File: config.mk
export PLATFORM = sky130hd
export DESIGN_NAME = tile_gather_unit
export DESIGN_NICKNAME = d
export VERILOG_FILES = /design/src/rtl/tile_gather_unit.sv
export SDC_FILE = /design/constraint.sdc
export NUM_CORES = 1
export LEC_CHECK = 0
export CORE_MARGIN = 5
export CORE_UTILIZATION = 45
export CTS_CLUSTER_DIAMETER = 120
export CTS_CLUSTER_SIZE = 25
export DETAILED_ROUTE_END_ITERATION = 6
export PLACE_DENSITY = 0.68
export SYNTH_ARGS = -nofsm -noshare
export SYNTH_HDL_FRONTEND = slang
export SYNTH_SLANG_ARGS = --single-unit
File: constraint.sdc
create_clock -name clk -period 17.68 [get_ports clk]
set_input_delay 4.42 -clock clk [delete_from_list [all_inputs] [get_ports clk]]
set_output_delay 4.42 -clock clk [all_outputs]
set_load 0.005 [all_outputs]
File: src/rtl/tile_gather_unit.sv
// Multi-lane tile address generator and operand gather.
// Each step issues one banked scratchpad read per in-bounds lane. Out-of-bound
// lanes are zero-filled. The gathered vector is presented on a valid/ready
// stream through a 2-entry output FIFO.

// Per-lane address, bounds check and zero-fill.
module tile_gather_lane #(
  parameter int LANE   = 0,
  parameter int DATA_W = 8,
  parameter int ADDR_W = 17,
  parameter int W      = 29
) (
  input  logic [W-1:0]      step_base,
  input  logic [ADDR_W-1:0] lane_stride,
  input  logic [ADDR_W-1:0] limit,
  input  logic [DATA_W-1:0] rd_data,
  input  logic              rd_keep,
  output logic [ADDR_W-1:0] addr,
  output logic              in_bounds,
  output logic [DATA_W-1:0] gathered
);
  localparam logic [W-1:0] LANE_IDX = W'(LANE);

  logic [W-1:0] full_addr;

  // Wide sum so an address past the top of the scratchpad cannot wrap into range.
  assign full_addr = step_base + LANE_IDX * W'(lane_stride);
  assign addr      = full_addr[ADDR_W-1:0];
  assign in_bounds = full_addr < W'(limit);
  assign gathered  = rd_keep ? rd_data : '0;
endmodule

module tile_gather_unit #(
  parameter int LANES  = 8,
  parameter int DATA_W = 8,
  parameter int ADDR_W = 17,
  parameter int CNT_W  = 11
) (
  input  logic                      clk,
  input  logic                      rst,
  input  logic                      start,
  input  logic                      abort,
  input  logic [ADDR_W-1:0]         cfg_base,
  input  logic [ADDR_W-1:0]         cfg_lane_stride,
  input  logic [ADDR_W-1:0]         cfg_step_stride,
  input  logic [ADDR_W-1:0]         cfg_limit,
  input  logic [CNT_W-1:0]          cfg_steps,
  output logic                      busy,
  output logic                      done,
  output logic [LANES-1:0]          mem_rd_en,
  output logic [LANES*ADDR_W-1:0]   mem_rd_addr,
  input  logic [LANES*DATA_W-1:0]   mem_rd_data,
  output logic                      out_valid,
  input  logic                      out_ready,
  output logic [LANES*DATA_W-1:0]   out_data,
  output logic [LANES-1:0]          out_lane_valid,
  output logic                      out_last,
  output logic [CNT_W-1:0]          out_step
);
  localparam int W = ADDR_W + CNT_W + 1;

  typedef enum logic [1:0] {IDLE, RUN, DRAIN} state_t;

  state_t state_q, state_d;
  logic   done_q, done_d;

  logic [ADDR_W-1:0] lane_stride_q, step_stride_q, limit_q;
  logic [CNT_W-1:0]  steps_q, issue_cnt_q;
  logic [W-1:0]      step_base_q;

  // FIFO entries are allocated at issue; data lands one cycle later (pend).
  logic [LANES*DATA_W-1:0] ent_data_q [2];
  logic [LANES-1:0]        ent_mask_q [2];
  logic [CNT_W-1:0]        ent_step_q [2];
  logic [1:0]              ent_last_q;
  logic [1:0]              ent_pend_q;
  logic                    rd_ptr_q, wr_ptr_q;
  logic [1:0]              count_q;

  logic                    issue, is_last, pop, pend_idx;
  logic [LANES-1:0]        lane_ok, rd_keep;
  logic [LANES*DATA_W-1:0] gathered_vec, head_data;

  assign issue    = (state_q == RUN) && (count_q < 2'd2);
  assign is_last  = issue_cnt_q == steps_q - CNT_W'(1);
  assign pend_idx = ent_pend_q[1];
  assign rd_keep  = ent_mask_q[pend_idx];
  assign pop      = out_valid && out_ready;

  for (genvar i = 0; i < LANES; i++) begin : g_lane
    tile_gather_lane #(
      .LANE(i), .DATA_W(DATA_W), .ADDR_W(ADDR_W), .W(W)
    ) u_lane (
      .step_base   (step_base_q),
      .lane_stride (lane_stride_q),
      .limit       (limit_q),
      .rd_data     (mem_rd_data[i*DATA_W +: DATA_W]),
      .rd_keep     (rd_keep[i]),
      .addr        (mem_rd_addr[i*ADDR_W +: ADDR_W]),
      .in_bounds   (lane_ok[i]),
      .gathered    (gathered_vec[i*DATA_W +: DATA_W])
    );
  end

  // A head entry still in flight is forwarded straight from the read data.
  assign head_data = ent_pend_q[rd_ptr_q] ? gathered_vec : ent_data_q[rd_ptr_q];

  assign busy           = state_q != IDLE;
  assign done           = done_q;
  assign mem_rd_en      = issue ? lane_ok : '0;
  assign out_valid      = count_q != 2'd0;
  assign out_data       = out_valid ? head_data : '0;
  assign out_lane_valid = out_valid ? ent_mask_q[rd_ptr_q] : '0;
  assign out_last       = out_valid && ent_last_q[rd_ptr_q];
  assign out_step       = out_valid ? ent_step_q[rd_ptr_q] : '0;

  // Next-state and done pulse; abort is applied in the register block.
  always_comb begin
    state_d = state_q;
    done_d  = 1'b0;
    case (state_q)
      IDLE: if (start) begin
        if (cfg_steps == '0) done_d  = 1'b1;
        else                 state_d = RUN;
      end
      RUN:   if (issue && is_last) state_d = DRAIN;
      DRAIN: if (pop && out_last) begin
        state_d = IDLE;
        done_d  = 1'b1;
      end
      default: state_d = IDLE;
    endcase
  end

  // Control state, job configuration, address walk and FIFO occupancy.
  always_ff @(posedge clk) begin
    if (!rst) begin
      state_q       <= IDLE;
      done_q        <= 1'b0;
      lane_stride_q <= '0;
      step_stride_q <= '0;
      limit_q       <= '0;
      steps_q       <= '0;
      issue_cnt_q   <= '0;
      step_base_q   <= '0;
      count_q       <= '0;
      rd_ptr_q      <= 1'b0;
      wr_ptr_q      <= 1'b0;
    end else if (abort) begin
      state_q  <= IDLE;
      done_q   <= 1'b0;
      count_q  <= '0;
      rd_ptr_q <= 1'b0;
      wr_ptr_q <= 1'b0;
    end else begin
      state_q <= state_d;
      done_q  <= done_d;
      if (state_q == IDLE && start) begin
        lane_stride_q <= cfg_lane_stride;
        step_stride_q <= cfg_step_stride;
        limit_q       <= cfg_limit;
        steps_q       <= cfg_steps;
        issue_cnt_q   <= '0;
        step_base_q   <= W'(cfg_base);
      end else if (issue) begin
        issue_cnt_q <= issue_cnt_q + CNT_W'(1);
        step_base_q <= step_base_q + W'(step_stride_q);
      end
      count_q <= count_q + 2'(issue) - 2'(pop);
      if (issue) wr_ptr_q <= !wr_ptr_q;
      if (pop)   rd_ptr_q <= !rd_ptr_q;
    end
  end

  // FIFO entry storage: metadata at issue, zero-filled data one cycle later.
  always_ff @(posedge clk) begin
    if (!rst) begin
      for (int k = 0; k < 2; k++) begin
        ent_data_q[k] <= '0;
        ent_mask_q[k] <= '0;
        ent_step_q[k] <= '0;
        ent_last_q[k] <= 1'b0;
        ent_pend_q[k] <= 1'b0;
      end
    end else begin
      for (int k = 0; k < 2; k++) begin
        ent_pend_q[k] <= !abort && issue && (wr_ptr_q == 1'(k));
        if (ent_pend_q[k]) ent_data_q[k] <= gathered_vec;
        if (issue && wr_ptr_q == 1'(k)) begin
          ent_mask_q[k] <= lane_ok;
          ent_step_q[k] <= issue_cnt_q;
          ent_last_q[k] <= is_last;
        end
      end
    end
  end
endmodule

run_1/metal_density.png
The die is cut into 25 by 25 equal tiles; dark blue is low, red is high, scaled to the fullest tile. Values are wire area over tile area, all layers added.
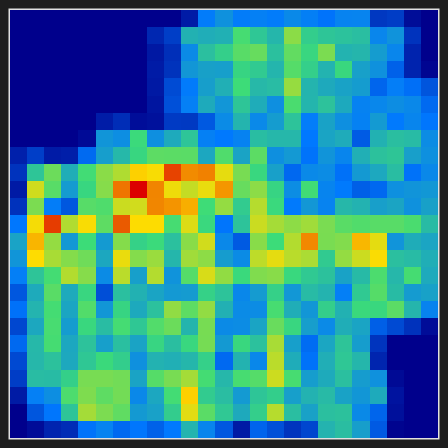
mean over tiles: 0.23
densest ninth of the die: center
emptiest ninth of the die: upper left
tiles over half the peak: 24%

run_1/flops_by_reg.png
Scale bar: 100 um.
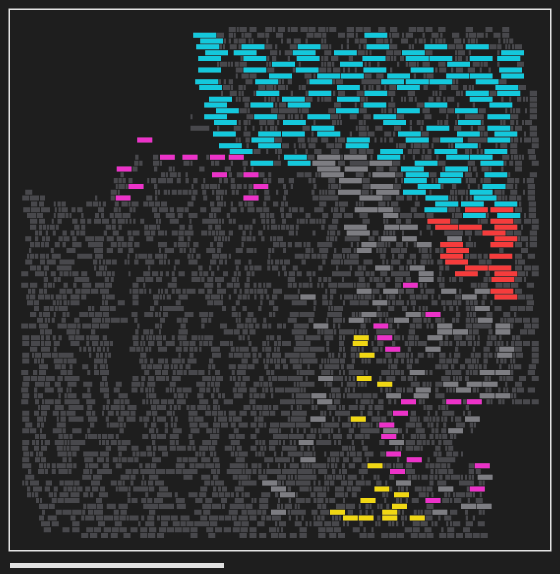
legend:
  `limit_q`:
    color: yellow
    sequential_cells: 17
  `ent_step_q`:
    color: red
    sequential_cells: 22
    where: middle right
  `step_base_q`:
    color: magenta
    sequential_cells: 29
  `ent_data_q`:
    color: cyan
    sequential_cells: 128
not colored: 85
flop share of the area: 0.234
utilization of the core after routing: 0.537
power drawn by the sequential cells: 752 uW

==> summary.txt, run 1 <==
Quick summary of the implementation run below.

The reg-to-reg setup timing slack is 10.62 ns. The worst supply voltage drop on vdd came out at between 0.05 and 0.06 mV. The run finished with clean final reports. According to the I/O placement log, the pin count is about 380.

The total die size came out at approximately 0.064 mm^2. The master cell of the clock root buffer is sky130_fd_sc_hd__clkbuf_16. The number of nets at floorplan is 3,654. The path type of the worst setup path is reg -> out.

The prevailing logic family in the synthesized netlist is adder cells. The die outline width is about 250 um. Per report_power, the top consumer among the power groups is combinational logic.

The count of endpoints failing setup in the final report is 0. Between the synthesized netlist and the finished layout, the area growth was recorded as 17.8%. The maximum single-stage delay on the critical path is around 0.86 ns. The average cell area after synthesis is roughly 8.5 um^2. The buffer count excluding the clock tree in the final layout came out at between 400 and 500. Hold analysis shows the worst path with a depth of 2.

The cell type group with the largest total delay on the critical path is AND-OR/OR-AND gates. Leaving out fill and tap cells, the most frequent cell in the layout is sky130_fd_sc_hd__clkdlybuf4s50_1. Of the total power, the clock network draws 0.201.

Summed over all nets, wire length on met2 after detailed routing comes to about 39 mm. The antenna diode count is 1. The type recorded for the worst min-delay path is reg -> reg. The final standard cell count with taps included and fillers excluded is ~4.2k. The worst setup skew after layout came out at between 0.015 and 0.02 ns. Once the clock tree was built, the resizer swapped 0 gates to a different size. In this run the number of cells on the critical path is 29. The worst hold margin came out at 0.463 ns. The clock period could shrink to between 10 and 15 ns. Setup total negative slack on the finished layout was measured at 0 ns. Hold-check failures listed in the final report amount to 0. The length of routed met3 wiring is around 6.6 mm. The global-route layer with the greatest usage is met2.

The yosys stat cell total is ~3.1k. The chip area in the Yosys report came out at 0.0265 mm^2. The via count of the first global-routing pass was 22.8k. The area share of and/or/nand/nor cells after synthesis is 0.178. The number of search-and-repair iterations in the first detailed-routing pass came out at 5. In this run, CTS created clock tree buffers numbering 15. The count of filler cells inserted in the layout is between 5k and 6k. The finished layout cell area is ~0.031 mm^2.

The startpoint of the lowest-slack register-to-register path is lane_stride_q[1]. The number of cells after detailed placement is 4,140. The worst path required time is about 13 ns. The flop count is 281.
run_1/sizes.png
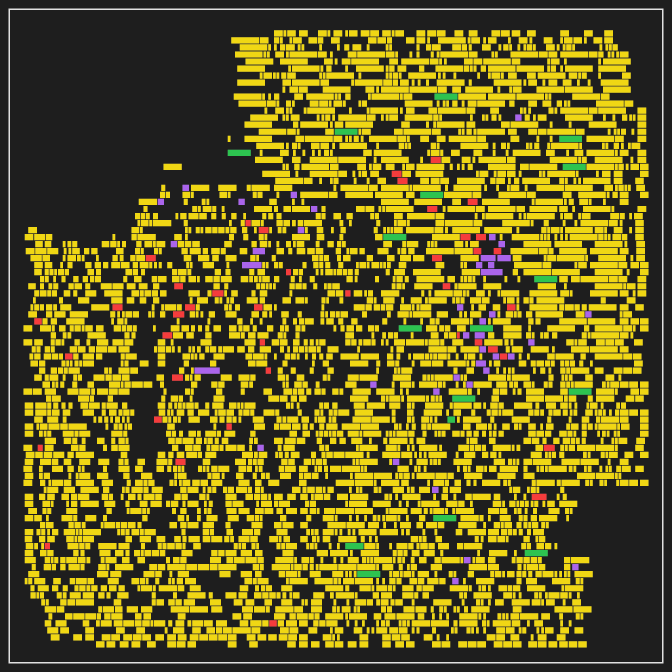
legend:
  _0 and _1 cells:
    color: yellow
    cells: 3,301
    share: 97%
    most_used: clkdlybuf4s50_1
  _6 and larger:
    color: green
    cells: 17
    share: 0.50%
    most_used: clkbuf_16
  _3 and _4 cells:
    color: purple
    cells: 40
    share: 1.2%
    most_used: buf_4
  _2 cells:
    color: red
    cells: 41
    share: 1.2%
    most_used: mux2_2

run 1: cells in the mapped netlist, types with 97 or more instances:
master,instances,area [um^2]
sky130_fd_sc_hd__ha_1,305,3820
sky130_fd_sc_hd__dfxtp_1,115,2300
sky130_fd_sc_hd__a21o_1,97,728
sky130_fd_sc_hd__a21oi_1,262,1310
sky130_fd_sc_hd__clkbuf_1,110,413
sky130_fd_sc_hd__nor2_1,375,1410
sky130_fd_sc_hd__edfxtp_1,166,4980
sky130_fd_sc_hd__mux2i_1,97,971
sky130_fd_sc_hd__o21ai_0,111,556
sky130_fd_sc_hd__nand2_1,329,1230
sky130_fd_sc_hd__inv_1,181,679
sky130_fd_sc_hd__xnor2_1,111,972
run_1/placement.png
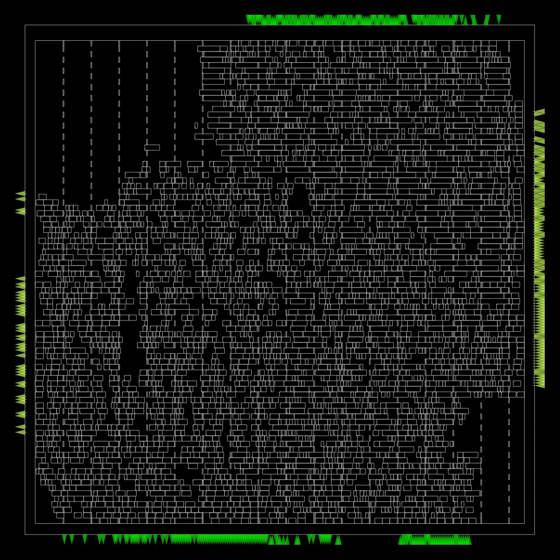

--- run 2 (diff from run 1) ---
==> constraint.sdc (replaced) <==
create_clock -name clk -period 12.4 [get_ports clk]
set_input_delay 3.1 -clock clk [delete_from_list [all_inputs] [get_ports clk]]
set_output_delay 3.1 -clock clk [all_outputs]
set_load 0.005 [all_outputs]
run_2/placement.png
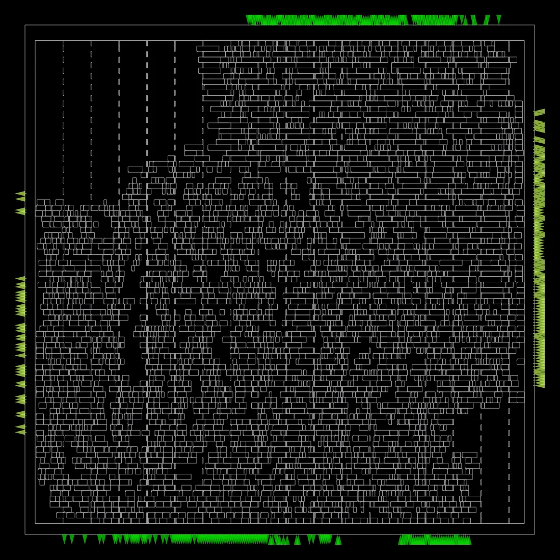
utilization of the core after routing: 0.537
final instance count without filler cells: 4,169

==> summary.txt, run 2 <==
Quick summary of the implementation run below.

The critical path depth is 29 (unchanged). The total of buffers placed on input and output ports is roughly 380. The worst setup skew after layout is 0.0197 ns (+0.000576 ns).

The startpoint identified for the worst register-to-register timing path is lane_stride_q[1]. The flow ran to the end, and the final reports show no timing, DRC or antenna violations. The chip area in the Yosys report came out at 0.0265 mm^2 (unchanged). The number of nets at floorplan came out at 3,654 (unchanged).

The worst setup path is captured at an output pin. The number of synthesized flops with an enable pin is approximately 170. The final tally of hold violations came out at 0 (unchanged). The number of buffers added by the clock tree synthesis step is 15 (unchanged). The dominant logic cell type in the layout is sky130_fd_sc_hd__clkdlybuf4s50_1. The path type of the worst setup path is reg -> out.

Grouping stages by cell kind, the critical path spends the most delay in AND-OR/OR-AND gates. Sorting the synthesized cells by area gives the leading types as sky130_fd_sc_hd__edfxtp_1, sky130_fd_sc_hd__ha_1, sky130_fd_sc_hd__dfxtp_1, sky130_fd_sc_hd__fa_1, sky130_fd_sc_hd__nor2_1. The number of clock sinks is between 200 and 300. The via count of the first global-routing pass came out at 22.8k (-0.031%). The worst path required time came to 9.30 ns (-3.96 ns).

The worst supply voltage drop on vdd came out at 0.0665 mV (+26%). The pin count of the biggest net entering global routing is about 99. The flop count is 281 (unchanged).

The worst hold margin is 0.461 ns (-0.00123 ns). The cell taking the most area after synthesis is sky130_fd_sc_hd__edfxtp_1. The antenna diode count came out at 2 (+1). The reg-to-reg setup timing slack is 5.35 ns (-5.27 ns). The number of search-and-repair iterations in the first detailed-routing pass came out at 6 (+1).

The accumulated negative setup slack is 0 ns (unchanged). The master cell of the clock root buffer is sky130_fd_sc_hd__clkbuf_16. The post-CTS resize count is 0 (unchanged). The final period demand of the worst path came out at between 10 and 15 ns. By count the netlist is led by sky130_fd_sc_hd__nor2_1, sky130_fd_sc_hd__nand2_1, sky130_fd_sc_hd__ha_1. The most common cell in the synthesized netlist is sky130_fd_sc_hd__nor2_1. The power share of the clock group is 0.202 (about the same).

The average cell area after synthesis is 8.46 um^2 (unchanged). The relative contribution of combinational cells to total power is 0.401. The worst hold path terminates at limit_q[13]. The total die size came out at 0.0638 mm^2 (unchanged). The number of cells on the worst hold path is 2 (unchanged). The setup slack of the critical path after layout came out at about 1.3 ns. The finished layout cell area is 0.0312 mm^2 (about the same). The length of routed met3 wiring came out at 6.15 mm (-7.1%).

The die outline width came out at 253 um (unchanged). Of the cells placed in the final design, the portion with a size suffix greater than 1 is 0.0294. The yosys stat cell total came out at 3,130 (unchanged). The report shows a maximum critical-path fanout of 15.

The fraction of area in registers was 0.234 (about the same). The count of endpoints failing setup in the final report was 0 (unchanged). The buffer count excluding the clock tree in the final layout came out at 411 (+0.24%).

met2 is the most crowded layer.
run_2/metal_density.png
The die is cut into 25 by 25 equal tiles; dark blue is low, red is high, scaled to the fullest tile. Values are wire area over tile area, all layers added.
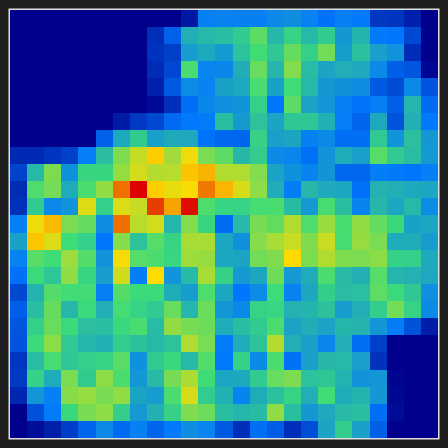
mean over tiles: 0.23
fullest tile: 0.64
tiles over half the peak: 24%
nearly empty tiles: 13%
emptiest ninth of the die: upper left
densest ninth of the die: center
routed vias: 24.5k
wire length per cell after detailed routing: 21.3 um
global-route usage over all layers: 0.263
final wirelength: 88.7 mm

run 2: netlist changes by cell type in the layout (fill, tap and decap cells not counted), sizes merged:
cell / change
clkinv: +2
buf: +1
clkbuf: +1
diode: +1
inv: -1
run 2: power by group through the flow:
stage	logic, uW	registers, uW	clock network (uW)
2_1_floorplan	635	1070	0
3_3_place_gp	1070	1090	0
3_5_place_dp	1070	1090	0
4_1_cts	1080	1070	560
5_1_grt	1190	1080	591
6_report	1090	1070	545
run 2: logic make-up (layout without fill, tap and decap cells):
group                    after synthesis  after routing  synth area share
flip-flops                           281            281             0.275
buffers and inverters                347            619            0.0547
XOR/XNOR                             168            168            0.0556
other                                  0              2                 0
multiplexers                         111            111            0.0426
AND/OR/NAND/NOR                     1037           1037             0.178
AND-OR/OR-AND                        810            810             0.196
adder cells (fa/ha/maj)              376            376             0.198
No activity file was given, so power comes from the tool's default toggle rates.
